Fig. 1: run 1, local utilization
The die is cut into 8 by 8 equal tiles; black is low, pale yellow is high, 0 to 100% covered.
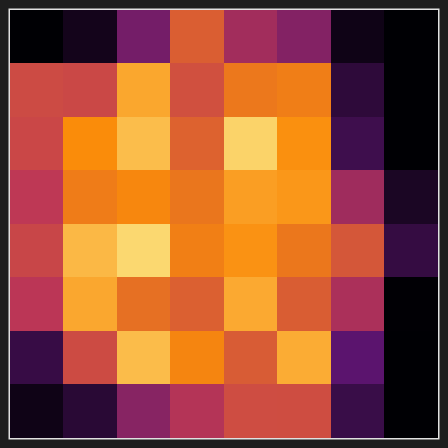
Fig. 2: run 1, routed metal, one color a layer
Scale bar: 20 um. Two of the layers only.
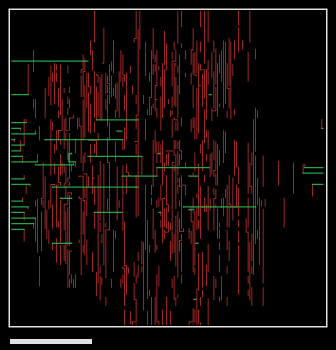
Fig. 3: run 1, congestion heat map
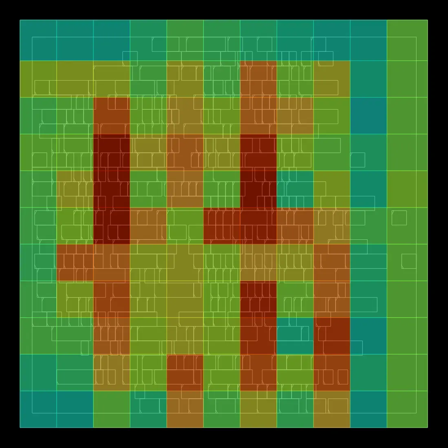
--- config.mk ---
export PLATFORM = sky130hd
export DESIGN_NAME = shot_judge
export DESIGN_NICKNAME = d
export VERILOG_FILES = /design/src/rtl/shot_judge_pkg.sv /design/src/rtl/abs_diff5.sv /design/src/rtl/shot_judge.sv
export SDC_FILE = /design/constraint.sdc
export NUM_CORES = 1
export LEC_CHECK = 0
export ABC_AREA = 1
export ABC_CLOCK_PERIOD_IN_PS = 2600
export CAP_MARGIN = 0
export CORE_MARGIN = 2
export CORE_UTILIZATION = 45
export DETAILED_ROUTE_END_ITERATION = 8
export PLACE_DENSITY = 0.82
export SETUP_SLACK_MARGIN = 0.05
export SLEW_MARGIN = 20
export SYNTH_ARGS = -nofsm -noshare
export SYNTH_HDL_FRONTEND = slang
export SYNTH_SLANG_ARGS = --single-unit
--- constraint.sdc ---
create_clock -name clk -period 2.6 [get_ports clk]
set_input_delay 0.52 -clock clk [delete_from_list [all_inputs] [get_ports clk]]
set_output_delay 0.52 -clock clk [all_outputs]
set_load 0.1 [all_outputs]
--- src/rtl/shot_judge_pkg.sv ---
// Shared game definitions for the shot launcher/judge: FSM encoding and
// coordinate/shot defaults.
package shot_judge_pkg;

  localparam int unsigned CoordW       = 5;
  localparam int unsigned ShotsDefault = 5;

  typedef enum logic [1:0] {
    StReady,
    StFlight,
    StJudge,
    StDone
  } state_e;

endpackage

--- src/rtl/abs_diff5.sv ---
// Combinational 5-bit unsigned absolute difference |a - b| (no wrap-around).
module abs_diff5 (
  input  logic [4:0] a,
  input  logic [4:0] b,
  output logic [4:0] diff
);

  assign diff = (a >= b) ? (a - b) : (b - a);

endmodule

--- src/rtl/shot_judge.sv ---
// Ball launcher and hit/miss judge: fires from the aim column, advances one row
// per tick, judges against the target latched at launch, and keeps score.
module shot_judge
  import shot_judge_pkg::*;
#(
  parameter int unsigned HIT_TOL = 1,
  parameter int unsigned SHOTS   = ShotsDefault,
  parameter int unsigned SCORE_W = 8
) (
  input  logic                clk,
  input  logic                reset,
  input  logic                ena,
  input  logic                start_new_game,
  input  logic                tick,
  input  logic                fire,
  input  logic [CoordW-1:0]   aim_x,
  input  logic [CoordW-1:0]   target_x,
  input  logic [CoordW-1:0]   target_y,
  output logic [CoordW-1:0]   ball_x,
  output logic [CoordW-1:0]   ball_y,
  output logic                ball_active,
  output logic                result_valid,
  output logic                result_hit,
  output logic [SCORE_W-1:0]  score,
  output logic [3:0]          shots_left,
  output logic                game_over
);

  localparam logic [CoordW-1:0]  HitTol    = 5'(HIT_TOL);
  localparam logic [3:0]         ShotsInit = 4'(SHOTS);
  localparam logic [SCORE_W-1:0] ScoreMax  = '1;

  state_e             state_q, state_d;
  logic [CoordW-1:0]  ball_x_q, ball_x_d;
  logic [CoordW-1:0]  ball_y_q, ball_y_d;
  logic [CoordW-1:0]  tgt_x_q, tgt_x_d;
  logic [CoordW-1:0]  tgt_y_q, tgt_y_d;
  logic               result_valid_q, result_valid_d;
  logic               result_hit_q, result_hit_d;
  logic [SCORE_W-1:0] score_q, score_d;
  logic [3:0]         shots_q, shots_d;

  logic [CoordW-1:0]  miss_dist;
  logic               hit;

  abs_diff5 u_abs_diff5 (
    .a    (ball_x_q),
    .b    (tgt_x_q),
    .diff (miss_dist)
  );

  assign hit = (miss_dist <= HitTol);

  always_ff @(posedge clk) begin
    if (reset) begin
      state_q        <= StReady;
      ball_x_q       <= '0;
      ball_y_q       <= '0;
      tgt_x_q        <= '0;
      tgt_y_q        <= '0;
      result_valid_q <= 1'b0;
      result_hit_q   <= 1'b0;
      score_q        <= '0;
      shots_q        <= ShotsInit;
    end else begin
      state_q        <= state_d;
      ball_x_q       <= ball_x_d;
      ball_y_q       <= ball_y_d;
      tgt_x_q        <= tgt_x_d;
      tgt_y_q        <= tgt_y_d;
      result_valid_q <= result_valid_d;
      result_hit_q   <= result_hit_d;
      score_q        <= score_d;
      shots_q        <= shots_d;
    end
  end

  always_comb begin
    state_d        = state_q;
    ball_x_d       = ball_x_q;
    ball_y_d       = ball_y_q;
    tgt_x_d        = tgt_x_q;
    tgt_y_d        = tgt_y_q;
    result_valid_d = result_valid_q;
    result_hit_d   = result_hit_q;
    score_d        = score_q;
    shots_d        = shots_q;

    if (ena) begin
      // The pulse is cleared on the next enabled cycle, so it never spans two.
      result_valid_d = 1'b0;
      if (start_new_game) begin
        // Abort without a result; result_hit keeps the last judgement.
        state_d  = StReady;
        ball_x_d = '0;
        ball_y_d = '0;
        tgt_x_d  = '0;
        tgt_y_d  = '0;
        score_d  = '0;
        shots_d  = ShotsInit;
      end else begin
        unique case (state_q)
          StReady: begin
            if (fire) begin
              ball_x_d = aim_x;
              ball_y_d = '0;
              tgt_x_d  = target_x;
              tgt_y_d  = target_y;
              state_d  = StFlight;
            end
          end
          StFlight: begin
            // Arrival is checked before incrementing, so ball_y never wraps.
            if (tick) begin
              if (ball_y_q == tgt_y_q) begin
                state_d = StJudge;
              end else begin
                ball_y_d = ball_y_q + 5'd1;
              end
            end
          end
          StJudge: begin
            result_valid_d = 1'b1;
            result_hit_d   = hit;
            if (hit && (score_q != ScoreMax)) begin
              score_d = score_q + 1'b1;
            end
            shots_d = shots_q - 4'd1;
            state_d = (shots_q == 4'd1) ? StDone : StReady;
          end
          StDone: begin
          end
          default: state_d = StReady;
        endcase
      end
    end
  end

  assign ball_x       = ball_x_q;
  assign ball_y       = ball_y_q;
  assign ball_active  = (state_q == StFlight);
  assign result_valid = result_valid_q;
  assign result_hit   = result_hit_q;
  assign score        = score_q;
  assign shots_left   = shots_q;
  assign game_over    = (state_q == StDone);

endmodule

==> deck_impl_summary.md, run 1 <==
Key Metrics from the Run

Run status
  – Outcome: complete, no violations

Worst setup path
  – Crit-path slowest cell: fa_1
  – Crit Path Max Fanout: 9
  – Crit path top cell by count: nand2_1
  – Kind of cell adding the most delay to the critical path: simple AND/OR/NAND/NOR gates
  – Max stage delay on crit path: 0.40 ns
  – Depth of the most critical reg-to-reg path: 15
  – Crit end category: flip-flop
  – Reg2reg start: ball_x[0]
  – Setup CP Type: flip-flop to flip-flop
  – Worst Path Arrival: 2.40 ns

Global route
  – First-pass GRT wire length: 9460 um
  – Vias in the first global route: 2209
  – Largest net degree at the start of global routing: 27
  – Gr ovfl total: 0

Placed design
  – Buffers on Ports: 46
  – Dpl hpwl: 4100 um

Pwr
  – Worst VDD drop: 0.336 mV
  – Int Pwr: 0.00105 W
  – Seq pwr share: 34.3%
  – Leak Pwr: 1.35 nW
  – Switch Pwr: 0.000752 W
  – Clock power share: 23.9%

Final timing
  – Highest clock rate: 457 MHz
  – RSZ-0062 raised after global routing: no
  – Final critical-path share of the clock period: 84.1%
  – # setup viols final: 0
  – Max_slew headroom: 71.8%
  – Clk_skew: 0.00547 ns
  – Hold WS: 0.474 ns
  – Slew Limit Fails: 0

Job
  – Log Warnings: 34
  – Max Cap Viol: 0

Synthesis
  – Post-synth ARST share: 0%
  – Main area contributors: dfxtp_1 30%, nand2_1 12%, ha_1 9.0%
  – Chip area line of the yosys report: 2370 um2
  – Most frequent cell after synthesis: nand2_1
  – EDFF count, synth: 0
  – Avg Cell Area, Syn: 6.98 um2
  – Distinct lib cells used: 37
  – Netlist Area Pre-Place: 2370 um2
  – Max-area cell share: 30.3%
  – Syn_nets: 380
  – Instance tally after logic synthesis: 340

Final layout
  – Area grow syn2layout: 23.8%
  – Share of cells above drive strength 1: 15.2%

Worst hold path
  – Hold path start: tgt_x_q[4]
  – HP Class: flip-flop to flip-flop

CTS
  – Late-Pin Clk Latency: 0.29 ns
  – CTS resizes: 0
  – CTS H-tree lvls: 2
  – CTS Buffer Depth: 2
  – Cts hold-fix bufs: 0
  – Clock transition at the registers of the reported paths: 0.08 ns

Drt
  – Via/cell ratio: 5.04
  – Post-Route WL: 5460 um
  – DR vias: 2312
  – DRC errors left: 0

Floorplanning
  – Io pins: 47
  – Die area: 5870 um2
About Fig. 1:
densest ninth of the die: center
tiles over 75% full: 20%
fullest tile: 91%
mean over tiles: 49%
FP Core Util: 46.5%
Core Util, Final: 57.5%
Core Footprint: 5110 um2

About Fig. 2:
| layer | color | wire length |
|---|---|---|
| metal 3 | green | 225 um |
| metal 2 | red | 2640 um |

About Fig. 3:
met3 GRT Util: 3.55%
gr usage total: 19.4%
grt met1 use: 23.4%
met2 GRT Util: 33.9%

run 1: stage by stage:
stage	util (%)	setup slack, ns	cell area (um2)	std cells	power [W]
3_5_place_dp	55.6	0.202	2840	451	0.00138
5_1_grt	57.5	0.184	2940	459	0.00192
4_1_cts	57.5	0.413	2940	459	0.00181
6_report	57.5	0.414	2940	459	0.00180
3_3_place_gp	55.6	0.307	2840	451	0.00136
2_1_floorplan	-	0.0533	2380	340	0.00123
run 1: cell families (layout without fill, tap and decap cells):
| family | count (synthesis) | in the layout | share of synthesized area [%] |
|---|---|---|---|
| XOR/XNOR | 11 | 11 | 4.06 |
| buffers and inverters | 53 | 102 | 8.96 |
| adder cells (fa/ha/maj) | 19 | 19 | 10.6 |
| flip-flops | 36 | 36 | 30.3 |
| AND/OR/NAND/NOR | 162 | 162 | 31.9 |
| AND-OR/OR-AND | 59 | 59 | 14.1 |
run 1: sequential cells by signal (all words and copies together), names as in the netlist:
name          cells
result_hit        1
ball_y            5
tgt_y_q           5
ball_x            5
tgt_x_q           5
result_valid      1
shots_left        4
state_q           2
score             8
run 1: cells in the final DEF, fill, tap and decap left out, drive strengths merged, types with 4 or more instances in the layout:
master	synthesis	routed
a211oi	11	11
a21oi	34	34
buf	5	29
clkbuf	3	6
clkdlybuf4s50	0	20
dfxtp	36	36
ha	17	17
inv	44	44
nand2	79	79
nand3	32	32
nand4	4	4
nor2	35	35
nor3	6	6
o21ai	9	9
xnor2	4	4
xor2	7	7
run 1: power groups by stage:
stage	Clock (W)	Sequential, W	Combinational (W)
2_1_floorplan	0	0.000737	0.000489
3_3_place_gp	0	0.000627	0.000736
3_5_place_dp	0	0.000628	0.000748
4_1_cts	0.000438	0.000615	0.000752
5_1_grt	0.000460	0.000620	0.000840
6_report	0.000430	0.000616	0.000752
run 1: layout make-up:
| type | instances | area [um2] |
|---|---|---|
| clock inverters | 2 | 15.0 |
| well taps | 70 | 87.6 |
| fillers | 479 | 2170 |
| flip-flops and latches | 36 | 726 |
| repair buffers | 49 | 418 |
| inverters | 45 | 169 |
| multi-input cells | 251 | 1440 |
| clock buffers | 6 | 82.6 |
run 1: worst min-delay path, delay by kind of cell, from the launching register on:
family	cells	cell delay (ns)
flops	1	0.30
buf+inv	1	0.06
compound gates	1	0.06
run 1: worst max-delay path by stage:
stage	startpoint	to	cells after the start	slack [ns]
after global routing	ball_x[2]	score[6]	14	0.18
after detailed placement	start_new_game	ball_y[4]	12	0.20
final	ball_x[0]	score[6]	15	0.41
after CTS	ball_x[0]	score[6]	15	0.41
after global placement	start_new_game	ball_y[2]	12	0.31
after floorplan	ball_x[4]	score[2]	11	0.05
run 1: metal layers:
layer | vias up | track usage (%) | routed length, um
li1 | 1206 | - | -
met1 | 1042 | 23.4 | 2490
met2 | 51 | 33.9 | 2640
met3 | 13 | 3.55 | 225
met4 | 0 | 7.64 | 112
met5 | - | 0 | 0
Fig. 4: run 1, placed cells, one color a class
Scale bar: 20 um. Fill, decap, tap and diode cells in gray.
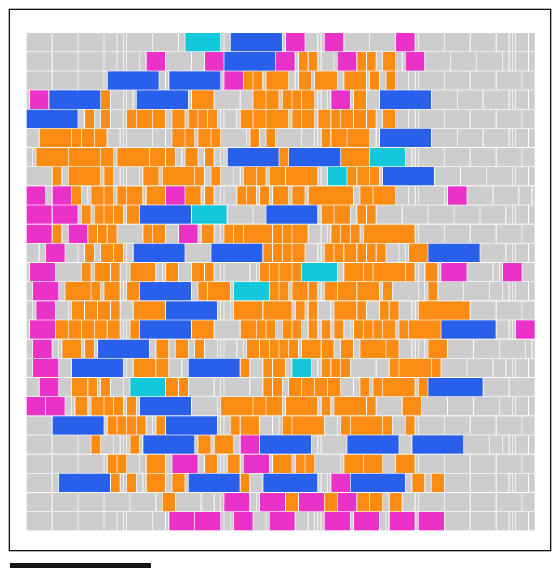

==> run 2, diff against run 1 <==
--- a/config.mk
+++ b/config.mk
@@ -6,12 +6,12 @@
 export NUM_CORES = 1
 export LEC_CHECK = 0
 export ABC_AREA = 1
-export ABC_CLOCK_PERIOD_IN_PS = 2600
+export ABC_CLOCK_PERIOD_IN_PS = 1900
 export CAP_MARGIN = 0
 export CORE_MARGIN = 2
 export CORE_UTILIZATION = 45
 export DETAILED_ROUTE_END_ITERATION = 8
-export PLACE_DENSITY = 0.82
+export PLACE_DENSITY = 0.85
 export SETUP_SLACK_MARGIN = 0.05
 export SLEW_MARGIN = 20
 export SYNTH_ARGS = -nofsm -noshare
==> constraint.sdc (replaced) <==
create_clock -name clk -period 1.9 [get_ports clk]
set_input_delay 0.38 -clock clk [delete_from_list [all_inputs] [get_ports clk]]
set_output_delay 0.38 -clock clk [all_outputs]
set_load 0.1 [all_outputs]
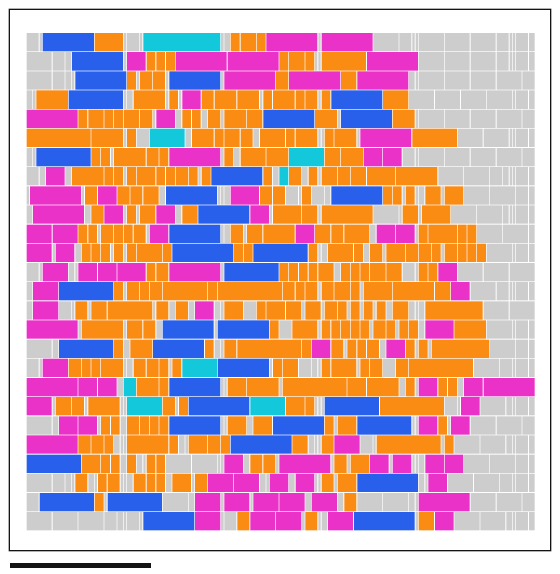
Fig. 5. Placed cells, one color a class (run 2).
Scale bar: 20 um. Fill, decap, tap and diode cells in gray.
| class | color | cells | share of their area |
|---|---|---|---|
| combinational and other logic | orange | 297 | 51% |
| clock drivers and dummy loads | cyan | 8 | 2.9% |
| other buffers and delay cells | magenta | 83 | 25% |
| flops | blue | 36 | 20% |
cell area after layout: 3780 um2
Cell Rows: 26
Core Util, Final: 74.0%

==> deck_impl_summary.md, run 2 <==
Key Metrics from the Run

Final layout
  – Logic area: 1710 um2 (+18%)
  – Top cell excl fill/tap: nand2_1
  – Area grow syn2layout: 59.1%
  – Fillcell total: 318 (-34%)
  – Top Layout Cells: 60 x nand2_1, 40 x buf_4, 33 x inv_1
  – Share of cells above drive strength 1: 36.3% (+21 points)

Worst setup path
  – CP endpoint: score[2]
  – Crit Path Max Fanout: 7 (-2)
  – Crit end category: flip-flop
  – Setup CP Type: flip-flop to flip-flop
  – Reg2reg start: ball_x[0]
  – Depth of the most critical reg-to-reg path: 13 (-2)
  – Worst Setup SP: ball_x[0]

CTS
  – Clock transition at the registers of the reported paths: 0.08 ns (about the same)
  – CTS Buffer Depth: 2 (unchanged)

Floorplanning
  – Io pins: 47 (unchanged)
  – Die area: 5870 um2 (unchanged)

Placed design
  – Buffers on Ports: 46 (unchanged)
  – Dpl hpwl: 4560 um (+11%)
  – Placed cell area: 3400 um2 (+20%)

Run status
  – Failing checks: negative setup slack
  – Outcome: complete, but fails checks

Drt
  – DR vias: 2619 (+13%)
  – Via/cell ratio: 5.30 (+5.3%)
  – DRC errors left: 0 (unchanged)

Pwr
  – Leak Pwr: 1.65 nW (+22%)
  – Worst VDD drop: 0.646 mV (+92%)
  – Total power draw: 0.00306 W (+70%)

Synthesis
  – Chip area line of the yosys report: 2370 um2 (unchanged)
  – EDFF count, synth: 0 (unchanged)
  – Max-area cell share: 30.3% (unchanged)
  – Avg Cell Area, Syn: 6.98 um2 (unchanged)
  – Syn_nets: 380 (unchanged)
  – Post-synth ARST share: 0% (unchanged)
  – Netlist Area Pre-Place: 2370 um2 (unchanged)

Final timing
  – Highest clock rate: 480 MHz (+4.9%)
  – RSZ-0062 raised after global routing: yes
  – Max_slew headroom: 77.7% (+5.8 points)
  – Final critical-path share of the clock period: 110% (+26 points)
  – Slack of the critical path: -0.184 ns (-0.598 ns)
  – Hold WS: 0.493 ns (+0.0187 ns)
  – # setup viols final: 9 (+9)

Global route
  – First-pass GRT wire length: 10800 um (+14%)
  – Gr ovfl total: 0 (unchanged)
  – Gr usage total: 22.2% (+2.8 points)
  – Largest net degree at the start of global routing: 27 (unchanged)

Worst hold path
  – HP Class: flip-flop to flip-flop
  – Hold path start: tgt_y_q[3]

Job
  – Log Warnings: 37 (+8.8%)
-- run 2: cell types whose count changed in the layout (fill, tap and decap cells not counted), moves of 5 or more --
| cell | change |
|---|---|
| ha_1 | -7 |
| ha_4 | +7 |
| buf_4 | +11 |
| dfxtp_4 | +5 |
| nand2_2 | +13 |
| buf_12 | +20 |
| dfxtp_2 | +7 |
| dfxtp_1 | -12 |
| nand3_1 | -6 |
| nand3_2 | +5 |
| nand2_1 | -14 |
| inv_2 | +6 |
| inv_1 | -10 |
-- run 2: repair_timing --
action / in CTS / in global routing
pin swaps: 9 / 25
resized: 11 / 44
hold buffers: 0 / 0
buffers inserted: 3 / 7
endpoints found under the setup margin: 11 / 18
gates cloned: 1 / 0
-- run 2: power by group --
part / switching [W] / internal, W / leakage [nW]
clock: 0.000297 / 0.000390 / 0.0552
sequential: 0.0000579 / 0.000803 / 0.302
combinational: 0.000890 / 0.000625 / 1.29
total: 0.00124 / 0.00182 / 1.65
-- run 2: kinds of logic (layout without fill, tap and decap cells) --
logic type	count (synthesis)	in the layout	synth area share [%]
DFF	36	36	30.3
xor gates and xnor gates	11	11	4.06
adders and majority gates	19	19	10.6
buffers and inverters	53	136	8.96
AOI/OAI and AO/OA	59	59	14.1
and+or+nand+nor	162	163	31.9
-- run 2: critical path, stage by stage (launching register included) --
cell	delay (ns)
dfxtp_4	0.37
inv_4	0.06
ha_4	0.14
inv_4	0.04
fa_2	0.39
buf_6	0.13
xor2_2	0.15
nand2_1	0.08
nand2_2	0.07
nor2_4	0.11
nand3_4	0.14
nand2_8	0.14
nand2_2	0.06
a21oi_2	0.14
-- run 2: layout make-up --
cell class                      instances  share of cell area [%]
Clock buffer                            6                    1.92
Inverter                               45                    5.03
Timing Repair Buffer                   83                    24.7
Sequential cell                        36                    19.9
Tap cell                               70                    2.32
Clock inverter                          2                   0.927
Multi-Input combinational cell        252                    45.1
-- run 2: how the worst min path moves through the flow --
| stage | cells past startpoint | end | slack [ns] |
|---|---|---|---|
| 2_1_floorplan | 2 | tgt_y_q[2] | 0.45 |
| 3_3_place_gp | 2 | tgt_y_q[3] | 0.47 |
| 3_5_place_dp | 2 | tgt_y_q[2] | 0.47 |
| 4_1_cts | 2 | tgt_y_q[1] | 0.49 |
| 5_1_grt | 2 | result_valid | 0.52 |
| 6_report | 2 | tgt_y_q[3] | 0.49 |
-- run 2: through the flow --
| stage | cells | TNS [ns] |
|---|---|---|
| floorplan | 340 | -0.853 |
| global placement | 475 | -1.44 |
| detailed placement | 475 | -3.25 |
| CTS | 487 | -0.814 |
| global route | 494 | -2.19 |
| finish | 494 | -1.25 |
-- run 2: routing by layer --
layer	part of all wire (%)	routed length [um]	track usage, %
met3	4.7	331	3.79
met1	42	2920	26.0
met2	52	3630	39.2
met4	1.9	131	10.2
met5	0	0	0
Power is estimated from default activity; no workload was simulated.
